### Power grid, run 1

Pins as bars on the die edge.
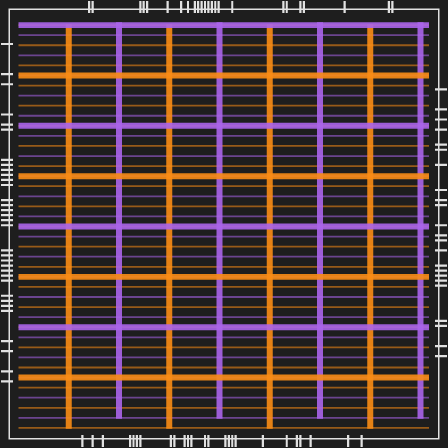
### Logic cells by family, run 1

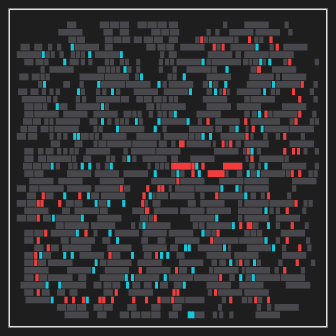
### The clock network, run 1

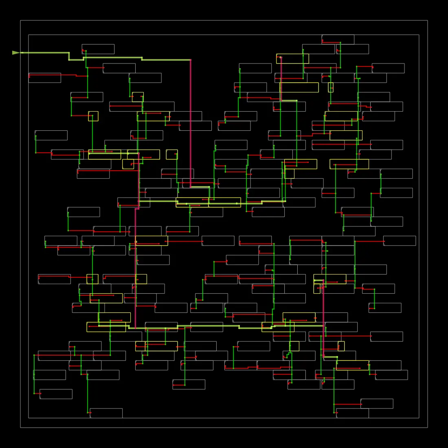
### Sequential cells grouped by signal name, run 1

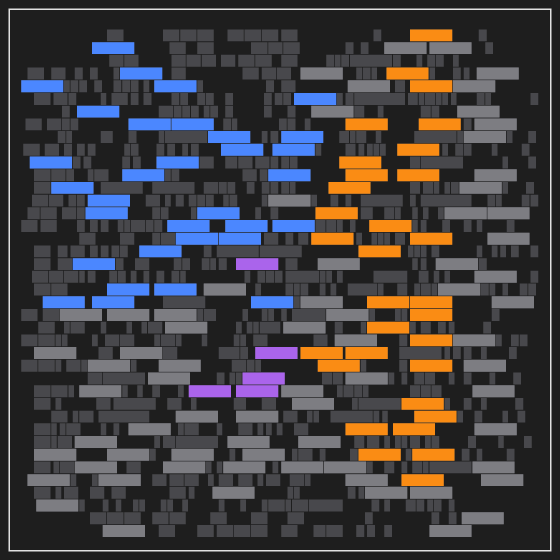
==> config.mk <==
export PLATFORM = sky130hd
export DESIGN_NAME = serial_add_sub_unit
export DESIGN_NICKNAME = d
export VERILOG_FILES = /design/src/rtl/serial_add_sub_unit_pkg.sv /design/src/rtl/serial_add_sub_unit_fa.sv /design/src/rtl/serial_add_sub_unit.sv
export SDC_FILE = /design/constraint.sdc
export NUM_CORES = 1
export LEC_CHECK = 0
export ABC_AREA = 1
export CAP_MARGIN = 20
export CORE_MARGIN = 2
export CORE_UTILIZATION = 48
export DETAILED_ROUTE_END_ITERATION = 7
export PLACE_DENSITY_LB_ADDON = 0.05
export SLEW_MARGIN = 40
export SYNTH_ARGS = -nofsm -noshare
export SYNTH_HDL_FRONTEND = slang
export SYNTH_SLANG_ARGS = --single-unit
export TNS_END_PERCENT = 1
==> constraint.sdc <==
create_clock -name clk -period 4.6 [get_ports clk]
set_input_delay 0.92 -clock clk [delete_from_list [all_inputs] [get_ports clk]]
set_output_delay 0.92 -clock clk [all_outputs]
set_load 0.1 [all_outputs]
==> ci_impl_report.md, run 1 <==
## Synthesis and layout report

| Metric | Value |
|---|---|
| Result of the run | `complete, no violations` |
| Via density per instance | `5.016` |
| CTS root buf | `clkbuf_16` |
| Post-Route Setup TNS | `0 ns` |
| DRC marker count from the first detailed-route iteration | `358` |
| Switching Power | `around 2.0 mW` |
| Crit start category | `register` |
| Number of flip-flops and latches in the synthesized netlist | `between 100 and 150` |
| Maximum clock insertion buffer count | `2` |
| Register-to-register setup slack | `roughly 2.5 ns` |
| Minimum setup slack in the final design | `1.704 ns` |
| Share of power burned in combinational logic | `0.369` |
| Largest stage delay on the critical path | `0.36 ns` |
| Post-Synth Adder-Cell Area | `0.007535` |
| Post-route fraction of the period consumed by the critical path | `0.6295` |
| Period minus WS final | `2.896 ns` |
| Yosys aoi share | `0.1930` |
| Tool warnings | `28` |
| Dominant non-sequential cell family after synthesis | `AND-OR/OR-AND gates` |
| Most area-hungry cell type in the Yosys netlist | `dfrtp_1` |
| Number of hold violations in the final report | `0` |
| Hold bufs inserted after CTS | `0` |
| Post-layout power | `about 5 mW` |
| CP Data Arrival Time | `1.98 ns` |
| Horizontal die dimension | `115.6 µm` |
| Simple Share, Synth | `0.07618` |
| Number of nets in the layout | `787` |
| Number of cell instances after yosys synthesis | `around 630` |
| Unrepaired setup endpoints after global routing | `false` |
| Maximum capacitance violations | `0` |
| Final wirelength | `11.73 mm` |
| Final weighted congestion in routability-driven placement | `about 0.8` |
| Grt total ovfl | `0` |
| Vias in the first global route | `around 4400` |
| Std-Cell Rows | `40` |
| Synth-to-Final Area Change | `25.83%` |
| Remaining design rule violation count | `0` |
| Placed instance area | `6908 µm²` |
| Switching Fraction | `0.3887` |
| Number of slew-limit violations in the final report | `0` |
| Number of stages on the worst hold path | `1` |
| Synthesized net count | `702` |
| Netlist cell types | `25` |
Back to the opening pictures, 'Power grid':
| colour | net |
|---|---|
| purple | VDD |
| orange | VSS |
signal pins: 105
met5 straps: 8
met1 rails: 41
met4 straps: 8
Std-Cell Core Area: 12060 µm²
largest voltage drop on the vdd net: 0.2832 mV
die boundary height: 115.6 µm

Back to the opening pictures, 'Logic cells by family':
| colour | family | cells | most used | where |
|---|---|---|---|---|
| cyan | inverters | 102 | inv_1 | all over the die |
| red | NAND gates | 95 | nand2_1 | all over the die |
logic share of the area: 0.2630
number of cells in the finished layout apart from fillers: 897
most frequent standard cell in the layout excluding fill and tap cells: dfrtp_1

Back to the opening pictures, 'The clock network':
clock sink count: 138
clock latency of the later-clocked register in the worst-skew pair: 0.41 ns
clock buffer count from CTS: 17
reported clock group power: 1.37 mW
Worst Skew: 0.008971 ns

Back to the opening pictures, 'Sequential cells grouped by signal name':
| colour | name in the netlist | placed flops |
|---|---|---|
| blue | op_b | 32 |
| orange | res | 31 |
| purple | count | 5 |
not coloured: 70
register cell area after layout: 3453 µm²
Seq power: 1.85 mW
sequential share of cell area: 0.4591
final core utilization: 0.6237

run 1: cells in the final DEF, fill, tap and decap left out, drive strengths merged, types with 2 or more instances in the layout:
master           n
buf             41
clkbuf          18
nand3            3
clkdlybuf4s50   66
xnor2            2
o22ai           32
nor2            20
ha               2
clkinv           6
inv            102
o221ai          30
o21ai          130
xor2            31
bufinv           3
a22o             2
a21oi            3
nand2           91
clkinvlp         5
dfrtp          138
run 1: power by group through the flow:
stage	sequential (mW)	clock [mW]	combinational [mW]
floorplan	2.17	0	1.18
global placement	1.86	0	1.88
detailed placement	1.87	0	1.89
CTS	1.85	1.40	1.90
global route	1.90	1.45	2.13
finish	1.85	1.37	1.89
run 1: kinds of logic after synthesis:
kind of cell               after synthesis
and+or+nand+nor                        116
AOI/OAI and AO/OA                      198
buffers and inverters                  143
xor gates and xnor gates                33
adders and majority gates                3
DFF                                    138
run 1: final cells by class:
cell class                      count  area, µm²
Multi-Input combinational cell    350       1978
Sequential cell                   138       3453
Tap cell                          168      210.2
Clock buffer                       18      429.2
Clock inverter                     14      173.9
Inverter                          102      386.6
Fill cell                        1046       4539
Timing Repair Buffer              107      890.9
run 1: routing by layer:
layer | GRT usage | vias to the layer above | share of wire
li1 | - | 2254 | -
met1 | 0.2330 | 2140 | 0.46
met2 | 0.3177 | 92 | 0.48
met3 | 0.04969 | 13 | 0.041
met4 | 0.06747 | 0 | 0.012
met5 | 0 | - | 0
run 1: critical path: cells and delay by family (launching register included):
family | cells | cell delay [ns]
AND/OR/NAND/NOR | 1 | 0.36
flip-flops | 1 | 0.36
buffers and inverters | 3 | 0.81
==> run 2, diff against run 1 <==
- clock period: 4.6 -> 2.4 ns (I/O delays scaled with it)
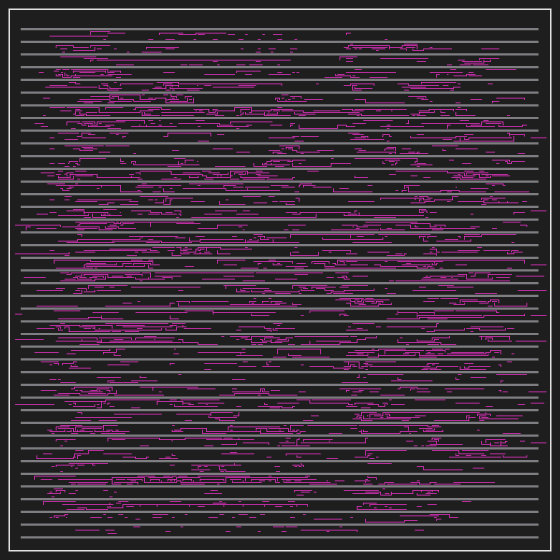
*Met1 routing, run 2*
Supply wires on this layer in grey.
nets with wire on the layer: 713
share of all routed wire: 47%
wire length on this layer: 5670 µm
vias post-DR: 4526
met1 usage: 0.2650
final wirelength: 12.16 mm

==> run 2 against run 1 <==
Effect of this change:
- largest power group unchanged
- via count rose by 0.60%
- combinational power up 99%
- setup slack lost 1.3 ns
- clock power grew 74%
- die size unchanged
- critical path type unchanged
- cell count increased by 1.1%
- critical path depth unchanged
==> ci_impl_report.md, run 2 <==
## Synthesis and layout report

| Metric | Value |
|---|---|
| Result of the run | `complete, no violations` |
| Hold bufs inserted after CTS | `0` |
| Gr busiest metal | `met2` |
| Std-Cell Core Area | `roughly 12000 µm²` |
| Number of cells in the finished layout apart from fillers | `907` |
| Post-layout power | `9.707 mW` |
| Crit start category | `register` |
| Number of nets in the layout | `797` |
| Std-Cell Rows | `40` |
| Number of flip-flops and latches in the synthesized netlist | `138` |
| Tool warnings | `26` |
| Placed instance area | `7107 µm²` |
| Netlist cell types | `25` |
| Horizontal die dimension | `115.6 µm` |
| Largest voltage drop on the vdd net | `0.5374 mV` |
| CP Data Arrival Time | `1.53 ns` |
| CTS root buf | `clkbuf_16` |
| Post-route fraction of the period consumed by the critical path | `0.8385` |
| Number of hold violations in the final report | `0` |
| Global routing met3 resource utilization | `0.05178` |
| Register cell area after layout | `3453 µm²` |
| Clock latency of the later-clocked register in the worst-skew pair | `around 0.41 ns` |
| Most frequent standard cell in the layout excluding fill and tap cells | `dfrtp_1` |
| Grt total ovfl | `0` |
| Clock sink count | `138` |
| Remaining design rule violation count | `0` |
| Final weighted congestion in routability-driven placement | `0.7524` |
| Filler Cells Inserted | `1043` |
| Number of stages on the worst hold path | `1` |
| Register-to-register setup slack | `between 0.6 and 0.7 ns` |
| Maximum capacitance violations | `0` |
| Maximum clock insertion buffer count | `2` |
| Die boundary height | `115.6 µm` |
| Post-Route Setup TNS | `0 ns` |
-- run 2: cell types whose count changed in the layout (fill, tap and decap cells not counted), moves of 2 or more --
cell | before | now
buf_2 | 36 | 1
buf_4 | 4 | 45
nand2_4 | 0 | 2
nand2_8 | 2 | 0
clkinv_2 | 2 | 7
buf_12 | 1 | 5
bufinv_16 | 3 | 1
clkinv_4 | 4 | 1
-- run 2: per-stage QoR --
| step | util | hold slack [ns] |
|---|---|---|
| floorplan | - | 0.4330 |
| global placement | 0.5892 | 0.4468 |
| detailed placement | 0.5892 | 0.4587 |
| CTS | 0.6345 | 0.4660 |
| global route | 0.6345 | 0.4994 |
| finish | 0.6345 | 0.4658 |
-- run 2: logic make-up after synthesis --
kind of cell / after synthesis / synth area share
and+or+nand+nor: 116 / 0.07618
buffers and inverters: 143 / 0.09732
AOI/OAI and AO/OA: 198 / 0.1930
adders and majority gates: 3 / 0.007534
DFF: 138 / 0.5776
xor gates and xnor gates: 33 / 0.04835
-- run 2: where the power goes --
group | internal (mW) | switching, mW | total, mW
clock | 1.44 | 0.952 | 2.39
combinational | 1.26 | 2.50 | 3.77
sequential | 3.22 | 0.330 | 3.55
total | 5.92 | 3.79 | 9.71
-- run 2: layout make-up --
type / count / share of cell area
flip-flops and latches: 138 / 0.4512
multi-input cells: 350 / 0.2552
repair buffers: 117 / 0.1442
clock buffers: 19 / 0.05787
inverters: 102 / 0.05051
well taps: 168 / 0.02746
clock inverters: 13 / 0.01357
-- run 2: per-layer routing --
layer | vias to the layer above | wire [µm]
li1 | 2275 | -
met1 | 2146 | 5670
met2 | 93 | 5886
met3 | 12 | 439
met4 | 0 | 160
met5 | - | 0
-- run 2: critical path, stage by stage, from the launching register on --
cell	delay, ns
dfrtp_1	0.37
inv_1	0.13
nand2_4	0.18
inv_1	0.23
buf_12	0.21
Power is estimated from default activity; no workload was simulated.
